$ cat src/rtl/muldiv_hilo_ctrl_if.sv
`default_nettype none
// +----------------------------------------------------------------------------+
// | Module   : muldiv_hilo_ctrl_if                                             |
// | Brief    : EX-stage <-> HI/LO multiply/divide sequencer signal bundle      |
// | Revision : 1.0  initial release                                            |
// +----------------------------------------------------------------------------+
interface muldiv_hilo_ctrl_if #(
    parameter int XLEN = 32
);
    logic            ex_md_valid;
    logic [2:0]      ex_md_op;
    logic [XLEN-1:0] ex_busA;
    logic [XLEN-1:0] ex_busB;
    logic            ex_hl_rd;
    logic            flush;
    logic [XLEN-1:0] hi;
    logic [XLEN-1:0] lo;
    logic            md_busy;
    logic            md_stall;
    logic            md_done;
    logic            div_zero;

    // Pipeline side: issues ops and reads HI/LO.
    modport master (
        output ex_md_valid, ex_md_op, ex_busA, ex_busB, ex_hl_rd, flush,
        input  hi, lo, md_busy, md_stall, md_done, div_zero
    );

    // Sequencer side.
    modport slave (
        input  ex_md_valid, ex_md_op, ex_busA, ex_busB, ex_hl_rd, flush,
        output hi, lo, md_busy, md_stall, md_done, div_zero
    );
endinterface
`default_nettype wire

$ cat src/rtl/muldiv_hilo_ctrl.sv
`default_nettype none
// +----------------------------------------------------------------------------+
// | Module   : muldiv_hilo_ctrl                                                |
// | Brief    : HI/LO multiply/divide sequencer with pipeline stall control.    |
// |            Define MULDIV_EARLY_OUT_EN for single-edge |d|>|n| divides.      |
// | Revision : 1.0  initial release                                            |
// +----------------------------------------------------------------------------+
module muldiv_hilo_ctrl #(
    parameter int XLEN    = 32,
    parameter int MUL_LAT = 3
) (
    input wire logic          clk,
    input wire logic          rst_n,
    muldiv_hilo_ctrl_if.slave md
);
    localparam logic [1:0] S_IDLE = 2'd0;
    localparam logic [1:0] S_MUL  = 2'd1;
    localparam logic [1:0] S_DIV  = 2'd2;

    localparam logic [2:0] OP_MULT  = 3'd0;
    localparam logic [2:0] OP_MULTU = 3'd1;
    localparam logic [2:0] OP_DIV   = 3'd2;
    localparam logic [2:0] OP_DIVU  = 3'd3;
    localparam logic [2:0] OP_MTHI  = 3'd4;
    localparam logic [2:0] OP_MTLO  = 3'd5;

    localparam int CNT_MAX = (XLEN > MUL_LAT) ? XLEN : MUL_LAT;
    localparam int CNT_W   = $clog2(CNT_MAX + 1);
    localparam logic [CNT_W-1:0] C_MUL_LOAD = CNT_W'(MUL_LAT - 1);
    localparam logic [CNT_W-1:0] C_DIV_LOAD = CNT_W'(XLEN - 1);

    logic [1:0]       state_q,  state_d;
    logic [CNT_W-1:0] cnt_q,    cnt_d;
    logic [XLEN-1:0]  hi_q,     hi_d;
    logic [XLEN-1:0]  lo_q,     lo_d;
    logic             done_q,   done_d;
    logic             dz_q,     dz_d;
    logic [XLEN-1:0]  opa_q,    opa_d;
    logic [XLEN-1:0]  opb_q,    opb_d;
    logic             msgn_q,   msgn_d;
    logic [XLEN-1:0]  quo_q,    quo_d;
    logic [XLEN-1:0]  rem_q,    rem_d;
    logic [XLEN-1:0]  dvs_q,    dvs_d;
    logic             qneg_q,   qneg_d;
    logic             rneg_q,   rneg_d;
    logic             fast_q,   fast_d;

    logic             w_busy;
    logic             w_accept;
    logic             w_sdiv;
    logic             w_a_neg;
    logic             w_b_neg;
    logic [XLEN-1:0]  w_mag_a;
    logic [XLEN-1:0]  w_mag_b;
    logic             w_fast;

    logic [2*XLEN-1:0] w_ext_a;
    logic [2*XLEN-1:0] w_ext_b;
    logic [2*XLEN-1:0] w_prod;

    logic [XLEN:0]    w_shift;
    logic [XLEN:0]    w_trial;
    logic             w_qbit;
    logic [XLEN-1:0]  w_rem_nx;
    logic [XLEN-1:0]  w_quo_nx;
    logic             w_dzero;

    assign w_busy   = (state_q != S_IDLE);
    assign w_accept = (state_q == S_IDLE) & md.ex_md_valid & ~md.flush;

    // Divide operand conditioning: magnitudes plus sign bookkeeping.
    assign w_sdiv  = (md.ex_md_op == OP_DIV);
    assign w_a_neg = w_sdiv & md.ex_busA[XLEN-1];
    assign w_b_neg = w_sdiv & md.ex_busB[XLEN-1];
    assign w_mag_a = w_a_neg ? (-md.ex_busA) : md.ex_busA;
    assign w_mag_b = w_b_neg ? (-md.ex_busB) : md.ex_busB;

`ifdef MULDIV_EARLY_OUT_EN
    assign w_fast = (w_mag_b == '0) | (w_mag_b > w_mag_a);
`else
    assign w_fast = (w_mag_b == '0);
`endif

    // Sign-extending to 2*XLEN lets one unsigned multiplier serve MULT and MULTU.
    assign w_ext_a = {{XLEN{msgn_q & opa_q[XLEN-1]}}, opa_q};
    assign w_ext_b = {{XLEN{msgn_q & opb_q[XLEN-1]}}, opb_q};
    assign w_prod  = w_ext_a * w_ext_b;

    // One restoring-divide step; rem_q < dvs_q keeps the trial within XLEN+1 bits.
    assign w_shift  = {rem_q, quo_q[XLEN-1]};
    assign w_trial  = w_shift - {1'b0, dvs_q};
    assign w_qbit   = ~w_trial[XLEN];
    assign w_rem_nx = w_qbit ? w_trial[XLEN-1:0] : w_shift[XLEN-1:0];
    assign w_quo_nx = {quo_q[XLEN-2:0], w_qbit};
    assign w_dzero  = (dvs_q == '0);

    always_comb begin
        state_d = state_q;
        cnt_d   = cnt_q;
        hi_d    = hi_q;
        lo_d    = lo_q;
        done_d  = 1'b0;
        dz_d    = 1'b0;
        opa_d   = opa_q;
        opb_d   = opb_q;
        msgn_d  = msgn_q;
        quo_d   = quo_q;
        rem_d   = rem_q;
        dvs_d   = dvs_q;
        qneg_d  = qneg_q;
        rneg_d  = rneg_q;
        fast_d  = fast_q;

        case (state_q)
            S_IDLE: begin
                if (w_accept) begin
                    case (md.ex_md_op)
                        OP_MTHI: hi_d = md.ex_busA;
                        OP_MTLO: lo_d = md.ex_busA;
                        OP_MULT, OP_MULTU: begin
                            opa_d   = md.ex_busA;
                            opb_d   = md.ex_busB;
                            msgn_d  = (md.ex_md_op == OP_MULT);
                            cnt_d   = C_MUL_LOAD;
                            state_d = S_MUL;
                        end
                        OP_DIV, OP_DIVU: begin
                            opa_d   = md.ex_busA;
                            quo_d   = w_mag_a;
                            dvs_d   = w_mag_b;
                            rem_d   = '0;
                            qneg_d  = w_a_neg ^ w_b_neg;
                            rneg_d  = w_a_neg;
                            fast_d  = w_fast;
                            cnt_d   = C_DIV_LOAD;
                            state_d = S_DIV;
                        end
                        default: ;
                    endcase
                end
            end

            S_MUL: begin
                if (md.flush) begin
                    state_d = S_IDLE;
                    cnt_d   = '0;
                end else if (cnt_q == '0) begin
                    {hi_d, lo_d} = w_prod;
                    done_d       = 1'b1;
                    state_d      = S_IDLE;
                end else begin
                    cnt_d = cnt_q - 1'b1;
                end
            end

            S_DIV: begin
                if (md.flush) begin
                    state_d = S_IDLE;
                    cnt_d   = '0;
                end else if (fast_q) begin
                    // Zero divisor or small-over-large: quotient is all-ones or 0.
                    hi_d    = opa_q;
                    lo_d    = w_dzero ? '1 : '0;
                    dz_d    = w_dzero;
                    done_d  = 1'b1;
                    cnt_d   = '0;
                    state_d = S_IDLE;
                end else begin
                    rem_d = w_rem_nx;
                    quo_d = w_quo_nx;
                    if (cnt_q == '0) begin
                        lo_d    = qneg_q ? (-w_quo_nx) : w_quo_nx;
                        hi_d    = rneg_q ? (-w_rem_nx) : w_rem_nx;
                        done_d  = 1'b1;
                        state_d = S_IDLE;
                    end else begin
                        cnt_d = cnt_q - 1'b1;
                    end
                end
            end

            default: begin
                state_d = S_IDLE;
                cnt_d   = '0;
            end
        endcase
    end

    always_ff @(posedge clk or negedge rst_n) begin
        if (!rst_n) begin
            state_q <= S_IDLE;
            cnt_q   <= '0;
            hi_q    <= '0;
            lo_q    <= '0;
            done_q  <= 1'b0;
            dz_q    <= 1'b0;
            opa_q   <= '0;
            opb_q   <= '0;
            msgn_q  <= 1'b0;
            quo_q   <= '0;
            rem_q   <= '0;
            dvs_q   <= '0;
            qneg_q  <= 1'b0;
            rneg_q  <= 1'b0;
            fast_q  <= 1'b0;
        end else begin
            state_q <= state_d;
            cnt_q   <= cnt_d;
            hi_q    <= hi_d;
            lo_q    <= lo_d;
            done_q  <= done_d;
            dz_q    <= dz_d;
            opa_q   <= opa_d;
            opb_q   <= opb_d;
            msgn_q  <= msgn_d;
            quo_q   <= quo_d;
            rem_q   <= rem_d;
            dvs_q   <= dvs_d;
            qneg_q  <= qneg_d;
            rneg_q  <= rneg_d;
            fast_q  <= fast_d;
        end
    end

    assign md.hi       = hi_q;
    assign md.lo       = lo_q;
    assign md.md_busy  = w_busy;
    assign md.md_stall = w_busy & (md.ex_md_valid | md.ex_hl_rd);
    assign md.md_done  = done_q;
    assign md.div_zero = dz_q;
endmodule
`default_nettype wire

$ cat src/flat_wrapper.sv
// flat-port wrapper written by rule: the top's interface ports become plain ports
module muldiv_hilo_ctrl_flat 
#(
    parameter int XLEN    = 32,
    parameter int MUL_LAT = 3
)
  (clk, rst_n, md_ex_md_valid, md_ex_md_op, md_ex_busA, md_ex_busB, md_ex_hl_rd, md_flush, md_hi, md_lo, md_md_busy, md_md_stall, md_md_done, md_div_zero);
  muldiv_hilo_ctrl_if #(.XLEN(XLEN)) md_i ();
  input wire logic clk;
  input wire logic rst_n;
  input wire logic [$bits(md_i.ex_md_valid)-1:0] md_ex_md_valid;
  input wire logic [$bits(md_i.ex_md_op)-1:0] md_ex_md_op;
  input wire logic [$bits(md_i.ex_busA)-1:0] md_ex_busA;
  input wire logic [$bits(md_i.ex_busB)-1:0] md_ex_busB;
  input wire logic [$bits(md_i.ex_hl_rd)-1:0] md_ex_hl_rd;
  input wire logic [$bits(md_i.flush)-1:0] md_flush;
  output wire logic [$bits(md_i.hi)-1:0] md_hi;
  output wire logic [$bits(md_i.lo)-1:0] md_lo;
  output wire logic [$bits(md_i.md_busy)-1:0] md_md_busy;
  output wire logic [$bits(md_i.md_stall)-1:0] md_md_stall;
  output wire logic [$bits(md_i.md_done)-1:0] md_md_done;
  output wire logic [$bits(md_i.div_zero)-1:0] md_div_zero;
  assign md_i.ex_md_valid = md_ex_md_valid;
  assign md_i.ex_md_op = md_ex_md_op;
  assign md_i.ex_busA = md_ex_busA;
  assign md_i.ex_busB = md_ex_busB;
  assign md_i.ex_hl_rd = md_ex_hl_rd;
  assign md_i.flush = md_flush;
  assign md_hi = md_i.hi;
  assign md_lo = md_i.lo;
  assign md_md_busy = md_i.md_busy;
  assign md_md_stall = md_i.md_stall;
  assign md_md_done = md_i.md_done;
  assign md_div_zero = md_i.div_zero;
  muldiv_hilo_ctrl #(.XLEN(XLEN), .MUL_LAT(MUL_LAT)) u_core (.clk(clk), .rst_n(rst_n), .md(md_i));
endmodule
$ cat config.mk
export PLATFORM = sky130hd
export DESIGN_NAME = muldiv_hilo_ctrl_flat
export DESIGN_NICKNAME = d
export VERILOG_FILES = /design/src/rtl/muldiv_hilo_ctrl_if.sv /design/src/rtl/muldiv_hilo_ctrl.sv /design/src/flat_wrapper.sv
export SDC_FILE = /design/constraint.sdc
export NUM_CORES = 2
export LEC_CHECK = 0
export CAP_MARGIN = 30
export CORE_ASPECT_RATIO = 0.6
export CORE_UTILIZATION = 35
export DETAILED_ROUTE_END_ITERATION = 12
export GPL_TIMING_DRIVEN = 0
export PLACE_DENSITY = 0.57
export SETUP_SLACK_MARGIN = 0.2
export SYNTH_ARGS = -nofsm -noshare
export SYNTH_HDL_FRONTEND = slang
export SYNTH_SLANG_ARGS = --single-unit
$ cat constraint.sdc
create_clock -name clk -period 7.5 [get_ports clk]
set_clock_uncertainty 0.05 [all_clocks]
set_input_delay 1.125 -clock clk [delete_from_list [all_inputs] [get_ports clk]]
set_output_delay 1.125 -clock clk [all_outputs]
set_load 0.01 [all_outputs]
==> metrics.yaml <==
outcome:
  status: "complete, but fails checks"
  violations: "setup timing"
finish:
  logic_area_um2: 45230
  sh_seq_area_pct: 8.954
  clkCellAreaFrac_pct: 1.191
  num-clock-buffers: 27
  design_area_um2: 67250
  drive_gt1_share_pct: 16.42
  nets: 8189
  n_all_inverters: 1200
  buffers: 804
  num-multi-input-gates: 4472
  final_util_pct: 43.16
  layout.cells.non_filler: 8880
  n_sequential_cell: 238
  lay_top_cells: "inv_1 (1113), fa_1 (1071), nand2_1 (958)"
  antenna_cells: 19
cts:
  cts_buffers: 22
  clockBufferDepth: 3
  cts_tree: "done"
  post_cts_buffers: 129
  cts.sinks: 238
  clk_pin_slew_worst_paths_ns: 0.09
  postCtsHoldBufs: 0
global_route:
  met1_usage_pct: 52.75
  grt_max_degree: 111
  use_met3_pct: 16.92
  antenna_found_initial: 38
  met2_usage_pct: 40.76
  grt_pass1_vias: 48605
  grt_pass1_wl_um: 378200
synth:
  yosys_warnings: 0
  syn_nets: 7760
  edf_count: 0
  area_leaders: "fa_1 (41%), dfrtp_1 (11%), inv_1 (8.2%)"
  yosys_area_um2: 55070
  common_cells: "inv_1 (1199), fa_1 (1126), nand2_1 (976)"
  ys_cells: 6309
  yosysTopAreaCell: "fa_1"
  yosys_most_used_dff: "dfrtp_1"
  syn_avg_cell_area_um2: 8.728
  synth.distinct_cells: 85
  synth_area_um2: 55070
  synth_top_area_share_pct: 40.94
route:
  first_iter_violations: 6585
  wl_per_cell_um: 30.64
  drc: 0
  wl_met1_um: 124300
worst_setup_path:
  worst-path-buf-inv: 7
  max_stage_delay_ns: 0.69
  r2r-end: "u_core.md.hi[27]"
  cp-endpoint: "u_core.md.hi[27]"
  cp_max_fo: 5
  required_ns: 7.91
  crit_path_end_kind: "flip-flop"
  r2r_cells: 27
  start_kind: "flip-flop"
  cpMostUsedCell: "fa_1"
  critical_path_class: "reg2reg"
  arrival_ns: 8.93
floorplanning:
  nWellTaps: 2109
  std_cell_rows: 112
  die_x_um: 514.1
  die-height_um: 309.2
placement:
  dp_hpwl_um: 227600
  portBuffers: 129
  dp_cells: 8610
  dpl-instance-area_um2: 60570
  dp_slack_ns: -2.249
final_timing:
  slew_viol_final: 0
  period_minus_slack_ns: 8.519
  setup_viol: 41
  hold_slack_ns: 0.4112
  timing.final.ws_setup_ns: -1.019
  slew_headroom_pct: 22.79
  tightest_slew_ns: 1.158
hold_path:
  hp-class: "in2async"
run:
  cap_violations: 0
## kinds of logic after synthesis
logic type	share of synthesized area [%]
flip-flops	10.82
AND-OR/OR-AND	9.927
XOR/XNOR	2.895
AND/OR/NAND/NOR	16.69
buffers and inverters	10.93
multiplexers	2.063
adder cells (fa/ha/maj)	46.68
## registers in the layout, summed over array words and instances, names as in the netlist
register,flops
u_core.cnt_q,6
u_core.dvs_q,32
u_core.fast_q,1
u_core.md.div_zero,1
u_core.md.hi,32
u_core.md.lo,32
u_core.md.md_done,1
u_core.msgn_q,1
u_core.opa_q,32
u_core.opb_q,32
u_core.qneg_q,1
u_core.quo_q,32
u_core.rem_q,32
u_core.rneg_q,1
u_core.state_q,2
==> images/m1.png <==
Scale: 1 px per um. Supply wires on this layer in gray.
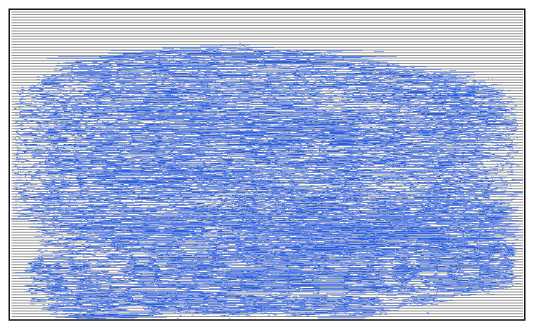
wire length on this layer = 124 mm
share of all routed wire = 46%

==> images/m2.png <==
Scale: 1 px per um. Cells faint in the background.
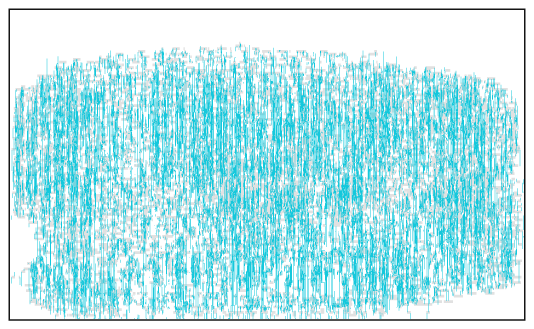
wire length on this layer = 95.3 mm
longest straight run = 133 um
share of all routed wire = 35%
main direction = vertical

==> images/m3.png <==
Scale: 1 px per um.
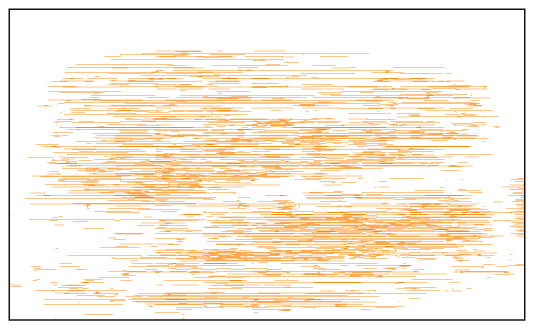
wire length on this layer = 45.5 mm
share of all routed wire = 17%
main direction = horizontal
nets with wire on the layer = 961
longest straight run = 283 um

